$ cat config.mk
export PLATFORM = sky130hd
export DESIGN_NAME = sound_event_sequencer
export DESIGN_NICKNAME = d
export VERILOG_FILES = /design/src/rtl/sound_event_sequencer.sv
export SDC_FILE = /design/constraint.sdc
export NUM_CORES = 1
export LEC_CHECK = 0
export ABC_AREA = 1
export CAP_MARGIN = 20
export CORE_MARGIN = 3
export CORE_UTILIZATION = 61
export DETAILED_ROUTE_END_ITERATION = 16
export GPL_TIMING_DRIVEN = 0
export HOLD_SLACK_MARGIN = 0.08
export PLACE_DENSITY_LB_ADDON = 0.12
export SYNTH_ARGS = -nofsm -noshare
export SYNTH_HDL_FRONTEND = slang
export SYNTH_SLANG_ARGS = --single-unit
$ cat constraint.sdc
create_clock -name clk -period 2.7 [get_ports clk]
set_clock_uncertainty 0.1 [all_clocks]
set_input_delay 0.27 -clock clk [delete_from_list [all_inputs] [get_ports clk]]
set_output_delay 0.27 -clock clk [all_outputs]
set_load 0.005 [all_outputs]
$ cat src/rtl/sound_event_sequencer.sv
// Priority arbiter and timer turning single-cycle game events into a timed
// sound code and gate, with a four-step win melody and post-win lock.
module sound_event_sequencer #(
   parameter int unsigned BTN_CYCLES      = 10_000_000,
   parameter int unsigned SPEED_CYCLES    = 50_000_000,
   parameter int unsigned WIN_STEP_CYCLES = 25_000_000
) (
   input  logic       clk,
   input  logic       rst_n,
   input  logic       right_evt,
   input  logic       left_evt,
   input  logic       speed_evt,
   input  logic       win_evt,
   input  logic       game_restart,
   output logic [1:0] sound_type,
   output logic       sound_en,
   output logic       busy
);

   typedef enum logic [1:0] {IDLE, PLAY, WIN_SEQ, LOCKED} state_t;

   localparam logic [31:0] BTN_LD   = 32'(BTN_CYCLES - 1);
   localparam logic [31:0] SPEED_LD = 32'(SPEED_CYCLES - 1);
   localparam logic [31:0] WIN_LD   = 32'(WIN_STEP_CYCLES - 1);

   state_t      state;
   logic [31:0] dur;
   logic [1:0]  step;

   logic        any_evt;
   logic [1:0]  lvl;
   logic [31:0] lvl_ld;
   logic        accept;
   logic [1:0]  step_nxt;

   // Level code doubles as the sound code; win is highest.
   always_comb begin
      any_evt = right_evt | left_evt | speed_evt | win_evt;
      lvl     = 2'd0;
      if (win_evt)        lvl = 2'd3;
      else if (speed_evt) lvl = 2'd2;
      else if (left_evt)  lvl = 2'd1;
      lvl_ld = BTN_LD;
      case (lvl)
         2'd3:    lvl_ld = WIN_LD;
         2'd2:    lvl_ld = SPEED_LD;
         default: lvl_ld = BTN_LD;
      endcase
      // While playing, only an equal or higher level may retrigger/preempt.
      accept = any_evt && ((state == IDLE) ||
                           (state == PLAY && lvl >= sound_type));
      step_nxt = step + 2'd1;
   end

   always_ff @(posedge clk or negedge rst_n) begin
      if (!rst_n) begin
         state      <= IDLE;
         dur        <= '0;
         step       <= '0;
         sound_type <= 2'd0;
         sound_en   <= 1'b0;
         busy       <= 1'b0;
      end else if (game_restart) begin
         state    <= IDLE;
         step     <= '0;
         sound_en <= 1'b0;
         busy     <= 1'b0;
      end else if (accept) begin
         state      <= (lvl == 2'd3) ? WIN_SEQ : PLAY;
         dur        <= lvl_ld;
         step       <= '0;
         sound_type <= lvl;
         sound_en   <= 1'b1;
         busy       <= 1'b1;
      end else begin
         case (state)
            PLAY: begin
               if (dur == '0) begin
                  state    <= IDLE;
                  sound_en <= 1'b0;
                  busy     <= 1'b0;
               end else begin
                  dur <= dur - 32'd1;
               end
            end
            WIN_SEQ: begin
               if (dur != '0) begin
                  dur <= dur - 32'd1;
               end else if (step == 2'd3) begin
                  state    <= LOCKED;
                  sound_en <= 1'b0;
                  busy     <= 1'b1;
               end else begin
                  // Melody alternates 3,2,3,2: odd steps play the speed tone.
                  step       <= step_nxt;
                  dur        <= WIN_LD;
                  sound_type <= step_nxt[0] ? 2'd2 : 2'd3;
               end
            end
            default: ;
         endcase
      end
   end

endmodule

Figure 1. Met1 routing (run 1).
Bar = 20 um. Supply wires on this layer in grey.
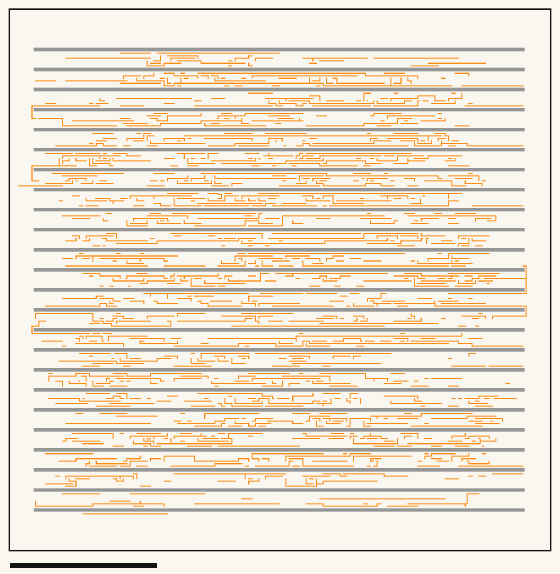
nets with wire on the layer	412
wire length on this layer	3230 um
global-route met1 utilization: 39.9%
vias after detailed routing: 2672

Figure 2. Metal 2 (run 1).
Bar = 20 um.
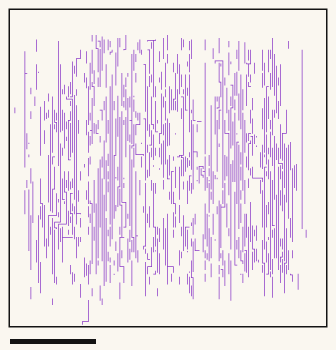
nets with wire on the layer	341
main direction	vertical
met2 routing resource usage after global routing: 44.7%
aggregate routed wire length: 6900 um

==> Changelog: implementation, run 1 <==
### Changed

- Deepest level of the CTS H-tree: 2
- Total power density per cell area: 1040 nW/um^2
- Total of flip-flops plus latches after synthesis: 40
- Clk pwr share: 12.3%
- Origin of the critical flop-to-flop path: dur[0]$_DFFE_PN0P_
- Proportion of netlist area held by the largest area contributor: 36.2%
- Number of max-slew violations in the final report: 0
- Total number of sequential cells: 40
- Post-synth cell types: 29
- Clock transition at the registers of the reported paths: 80 ps
- Cell kind with the greatest summed area: logic gates
- Sw Share: 49.1%
- Xor/xnor cell area share of the yosys netlist: 5.06%
- Antenna Nets Post-Route: 0
- Starting Density: 66.4%
- Number of enable-type register cells in the synthesized netlist: 0
- Pin count of the biggest net entering global routing: 41
- Inverter tally of the final layout excluding the clock network: 40
- Final Total Pwr: 0.00314 W
- Sort of element at the start of the critical path: input port
- Reg area: 1000 um^2
- Residual DRC count: 0
- Gate count of the mapped netlist: 409
- Share of final-layout standard cells stronger than drive strength 1: 8.20%
- Data arrival time of the critical path: 2620 ps
- Iteration-0 DRC count of the detailed router: 189
- Cell type with the largest total area: dfrtp_1
- Wire length per cell: 14.5 um
- Worst r2r dst: dur[31]$_DFFE_PN0P_
- Period Utilization, post-route: 92.6%
- Seq share, synth: 36.2%
- Clock tree from TritonCTS: built
- Most heavily used metal layer in global routing: met2
- Flip-flop count of the largest register after layout: 32
- Clk ins delay skew pair: 300 ps
- Clock network contribution to total cell area: 2.56%
- Final Critical Period: 2500 ps
- Amount of wire on met2 after detailed routing: 3180 um
- Length of routed wiring on met1: 3230 um
- Logic power comb: 0.00171 W
- Fraction of power consumed by combinational cells: 54.5%
- Commonest non-fill, non-tap cell in the layout: nand2_1
- Commonest cells post-synth: nand2_1, nor2_1, dfrtp_1, inv_1, nand3_1
- Number of buffers and inverters on the critical path: 5
- CP cell instances: clkdlybuf4s50_1 > nor2_2 > inv_1 > ha_1 > nand2_1 > nand3_1 > nand2_1 > nand2_1 > nand2_1 > inv_1 > nand2_2 > nand2_2 > buf_6 > buf_6 > o21ai_0 > o21ai_1
- Number of tap cells inserted: 50
- RePlAce Congestion: 0.955
- Root buffer cell: clkbuf_8
- Number of detailed-route iterations in the first pass: 5
- Status: completed
- Worst-case vdd ir drop: 0.000793 V
- Slew of the pin with the lowest slew margin: 917 ps
- Number of nets in the finished design: 441
- FF-to-FF path depth: 11
- Count leader, synth: nand2_1
- TritonCTS buffer count: 5
- Worst setup startpoint: win_evt
- Uppermost routed layer: met4
- Commonest non-fill, non-tap cells in the layout: nand2_1, nor2_1, inv_1, dfrtp_1, nand3_1
- Flip-flop and latch power: 0.00104 W
- Compound-gate portion of the synthesized area: 7.73%
- Number of antenna violations at the first check in global routing: 0
- Horizontal die dimension: 73.4 um
- Final Hold Violating Endpoints: 0
- Critical Path End: dur[0]$_DFFE_PN0P_
- Met3 routed wirelength: 342 um
- Synthesized area: 2770 um^2
- Mux cell area share after synthesis: 0%
- Vias in the first global route: 2487
- Gr ovfl total: 0
- Sequential share of power: 33.2%
- Count of multi-input combinational gates: 320
- Critical Path Stages: 16
- Fraction of registers with async set or reset after synthesis: 100%
- Count of placed standard cells in the final layout, fillers left out: 477
- Hold path endpoint: busy$_DFFE_PN0P_
- Cell leakage power: 1.51 nW
- RSZ-0062 raised after global routing: no
- Maximum clock frequency: 0.400 GHz
- Top area cells in the synthesized netlist: dfrtp_1, nand2_1, nor2_1, inv_1, nand3_1
- Switching power: 0.00154 W
- Synth-to-Final Area Change: 9.44%
- Cell count in the Yosys report: 409
- Finish-stage setup viols: 0
- Combinational cell area excluding buffers and inverters: 1560 um^2
- Number of buffers outside the clock class in the layout: 20
- Biggest combinational cell group after synthesis: simple AND/OR/NAND/NOR gates
- Slowest CP cell: clkdlybuf4s50_1
- Kind of cell adding the most delay to the critical path: buffers and inverters
- Syn_area_per_cell: 6.77 um^2
- Relative slew slack: 38.8%
- Highest-power group: combinational cells
- Path category of the worst min-delay check: reg -> reg
- Proportion of cell area occupied by registers: 33.0%
- HP Start: busy$_DFFE_PN0P_
- Vertical die size: 73.4 um
- Register with the most flip-flops: dur
- DP HPWL: 5180 um
- Count of tool warnings: 28
- Number of warning messages in the yosys log: 0
- Placement Rows: 23
- Max_cap viols: 0
- Arithmetic-cell share of the synthesized area counting full adders, half adders and majority gates: 3.16%
- Number of vias per cell after detailed routing: 5.60
- Placed Cells: 469
- Die footprint: 5380 um^2
- Worst reg2reg setup slack: 270 ps
- GR Util All Layers: 28.4%
- ANT cells: 0
- Yosys simple share: 40.1%
- Number of clock sinks: 40
- Layout fillers: 349
- Capturing element type of the critical path: register
- IO Pins: 11
- Global-route wire length before repair: 11700 um
- Start-to-end type of the worst setup path: in -> reg
Figure 3. The metal 3 layer (run 1).
Cells faint in the background.
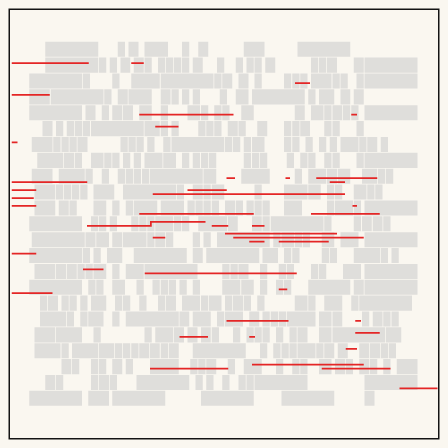
share of all routed wire	5.0%
wire length on this layer	343 um
global routing usage on met3: 4.38%

==> run 1: logic make-up after synthesis <==
logic type | count (synthesis)
buf+inv | 49
flops | 40
fa+ha+maj | 7
simple gates | 257
xor+xnor | 16
compound gates | 40
==> run 1: per-stage QoR <==
step	TNS, ps	cell area, um^2	utilization [%]	hold WS, ps	worst slack [ps]
CTS	0	3020	72.3	419	35.6
detailed placement	-5450	2930	70.1	345	-312
floorplan	0	2770	-	-126	731
global route	0	3030	72.6	444	29.1
finish	0	3030	72.6	421	200
global placement	-3280	2930	70.3	374	-246
==> run 1: timing repair <==
action,CTS,global route
endpoints found under the hold margin,40,0
setup buffers,0,0
gates resized,1,7
hold buffers,1,0
setup endpoints to repair,2,18
Figure 4. M4 wires (run 1).
Bar = 20 um. Supply wires on this layer in grey.
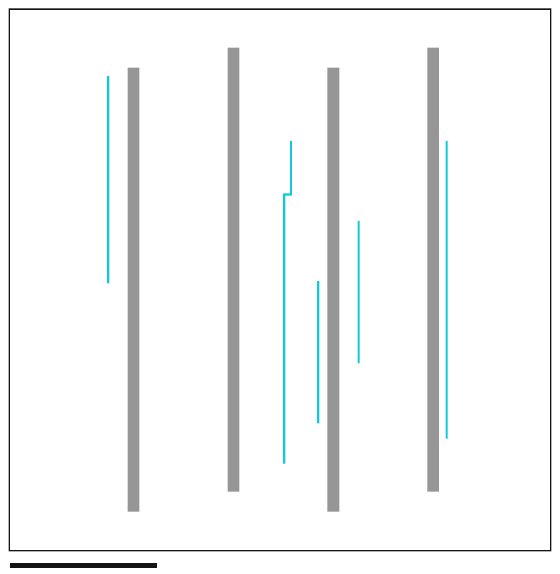

==> inputs of run 2 (changes only) <==
- ABC_AREA: 1 -> 0
Figure 5. M4 wires (run 2).
Bar = 20 um. Supply wires on this layer in grey.
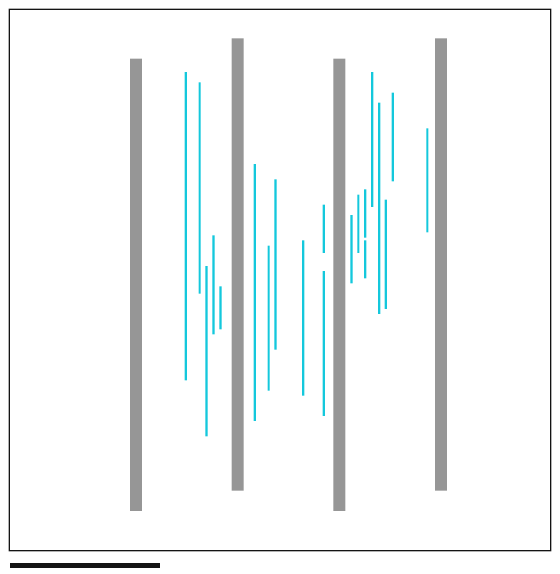
longest straight run	40.8 um
nets with wire on the layer	19
wire length on this layer	343 um
vias after detailed routing: 2660
aggregate routed wire length: 7390 um

Figure 6. The metal 3 layer (run 2).
Cells faint in the background.
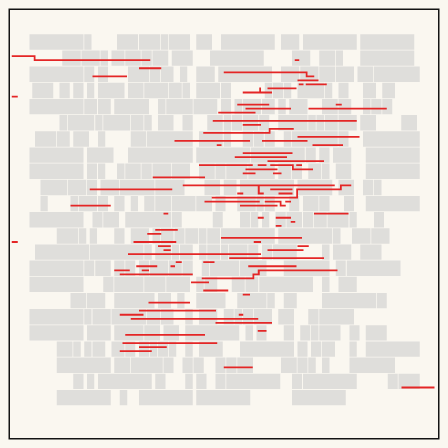
share of all routed wire	7.9%
nets with wire on the layer	55
main direction	horizontal
longest straight run	25.3 um
global routing usage on met3: 5.96%

==> run 2 against run 1 <==
Net effect:
- fmax shrank 7.1%
- sequential power shrank about 10%
- count of clock-buffer cells in the layout grew 1
- worst hold slack lost 150 ps
- flip-flop count is the same
- setup slack lost 190 ps
- critical path type is now reg -> reg
==> Changelog: implementation, run 2 <==
### Changed

- Clk pwr share: 24.8% (+12 points)
- Relative slew slack: 38.9% (+0.057 points)
- Commonest non-fill, non-tap cells in the layout: dfrtp_1, nor2_1, o21ai_0, nand2_1, a21oi_1
- Switching power: 0.000835 W (-46%)
- Number of clock sinks: 40 (unchanged)
- Mux cell area share after synthesis: 1.13% (+1.1 points)
- Die footprint: 5190 um^2 (-3.7%)
- Biggest combinational cell group after synthesis: simple AND/OR/NAND/NOR gates
- Flip-flop count of the largest register after layout: 32 (unchanged)
- Finish-stage setup viols: 0 (unchanged)
- Synth-to-Final Area Change: 19.4%
- Clk ins delay skew pair: 300 ps (about the same)
- Worst setup slack after layout: 8.20 ps (-192 ps)
- Iteration-0 DRC count of the detailed router: 287 (+52%)
- Vias in the first global route: 2449 (-1.5%)
- Final Hold Violating Endpoints: 0 (unchanged)
- Gr ovfl total: 0 (unchanged)
- Total number of sequential cells: 40 (unchanged)
- Number of max-slew violations in the final report: 0 (unchanged)
- Top area cells in the synthesized netlist: dfrtp_1, o21ai_0, nor2_1, nor3_1, a21oi_1
- Logic power comb: 0.000730 W (-57%)
- Final Critical Period: 2690 ps (+192 ps)
- Total of flip-flops plus latches after synthesis: 40 (unchanged)
- Worst-case vdd ir drop: 0.000538 V (-32%)
- Pin count of the biggest net entering global routing: 41 (unchanged)
- Sort of element at the start of the critical path: register
- Number of enable-type register cells in the synthesized netlist: 0 (unchanged)
- TritonCTS buffer count: 5 (unchanged)
- DP Area: 2810 um^2 (-4.1%)
- Hold path endpoint: busy$_DFFE_PN0P_
- Synthesized area: 2660 um^2 (-4.0%)
- Final TNS setup: 0 ps (unchanged)
- Worst slack, placed: -811 ps (-498 ps)
- Number of antenna violations at the first check in global routing: 0 (unchanged)
- Cell leakage power: 1.22 nW (-20%)
- Yosys simple share: 26.9% (-13 points)
- Period Utilization, post-route: 99.7% (+7.1 points)
- Global-route wire length before repair: 11800 um (+1.1%)
- Sw Share: 37.9% (-11 points)
- Met3 routed wirelength: 581 um (+70%)
- Count leader, synth: dfrtp_1
- Cell type with the largest total area: dfrtp_1
- Count of placed standard cells in the final layout, fillers left out: 384 (-19%)
- Fraction of power consumed by combinational cells: 33.1% (-21 points)
- Vertical die size: 72.0 um (-1.8%)
- Sequential share of power: 42.1% (+8.9 points)
- Number of detailed-route iterations in the first pass: 5 (unchanged)
- Inverter tally of the final layout excluding the clock network: 12 (-70%)
- Proportion of cell area occupied by registers: 31.6% (-1.5 points)
- Starting Density: 64.6% (-1.7 points)
- Proportion of netlist area held by the largest area contributor: 37.6% (+1.5 points)
- Cell count in the Yosys report: 306 (-25%)
- Length of routed wiring on met1: 3050 um (-5.6%)
- ANT cells: 0 (unchanged)
- Slew of the pin with the lowest slew margin: 916 ps (-0.860 ps)
- Share of final-layout standard cells stronger than drive strength 1: 20.7% (+12 points)
- Arithmetic-cell share of the synthesized area counting full adders, half adders and majority gates: 3.29% (+0.13 points)
- Total power density per cell area: 694 nW/um^2 (-33%)
- Placed Cells: 365 (-22%)
- Commonest cells post-synth: dfrtp_1, nor2_1, o21ai_0
- Status: completed
- Final hold slack: 268 ps (-153 ps)
- Number of warning messages in the yosys log: 0 (unchanged)
- Number of nets in the finished design: 347 (-21%)
- Worst r2r dst: dur[2]$_DFFE_PN0P_
- Capturing element type of the critical path: register
- Syn_area_per_cell: 8.69 um^2 (+28%)
- Reg area: 1000 um^2 (+0.12%)
- Deepest level of the CTS H-tree: 2 (unchanged)
- Share of the core filled with cells in the final layout: 77.1% (+4.5 points)
- IO Pins: 11 (unchanged)
- Fraction of registers with async set or reset after synthesis: 100% (unchanged)
- Path category of the worst min-delay check: in -> reg
- Amount of wire on met2 after detailed routing: 3410 um (+7.5%)
- Met2 routing resource usage after global routing: 44.9% (+0.21 points)
Figure 7. Met1 routing (run 2).
Bar = 20 um. Supply wires on this layer in grey.
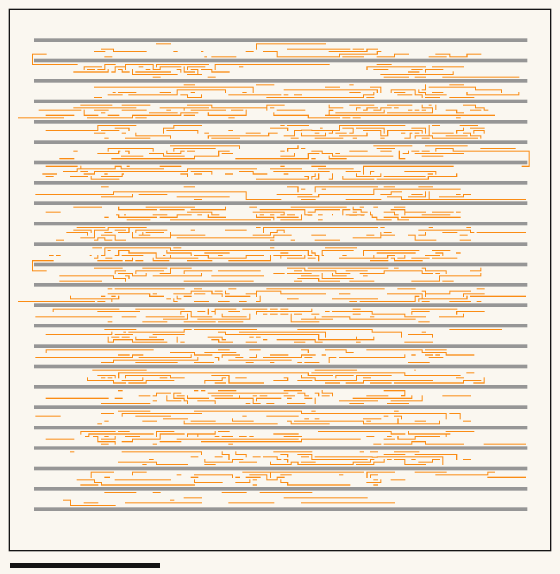
nets with wire on the layer	328
wire length on this layer	3050 um
main direction	horizontal
share of all routed wire	41%
longest straight run	25.3 um
global-route met1 utilization: 39.1%

[run 2: worst max-delay path, cell delays in order, from the launching register on]
cell and delay [ps]:
dfrtp_2 450, nor4_4 400, nand4_4 210, or3_1 430, buf_6 150, o31ai_4 340, buf_2 280, nor3_1 70
a21o_1 160
[run 2: kinds of logic after synthesis]
kind of cell | after synthesis
AND/OR/NAND/NOR | 125
AND-OR/OR-AND | 99
flip-flops | 40
buffers and inverters | 31
adder cells (fa/ha/maj) | 7
multiplexers | 3
XOR/XNOR | 1
[run 2: timing repair]
action / 4_1_cts / 5_1_grt
hold buffers: 1 / 0
hold endpoints to repair: 40 / 0
setup buffers: 0 / 12
setup endpoints to repair: 35 / 40
pin swaps: 0 / 6
resized: 13 / 32
gates cloned: 0 / 1
No activity file was given, so power comes from the tool's default toggle rates.
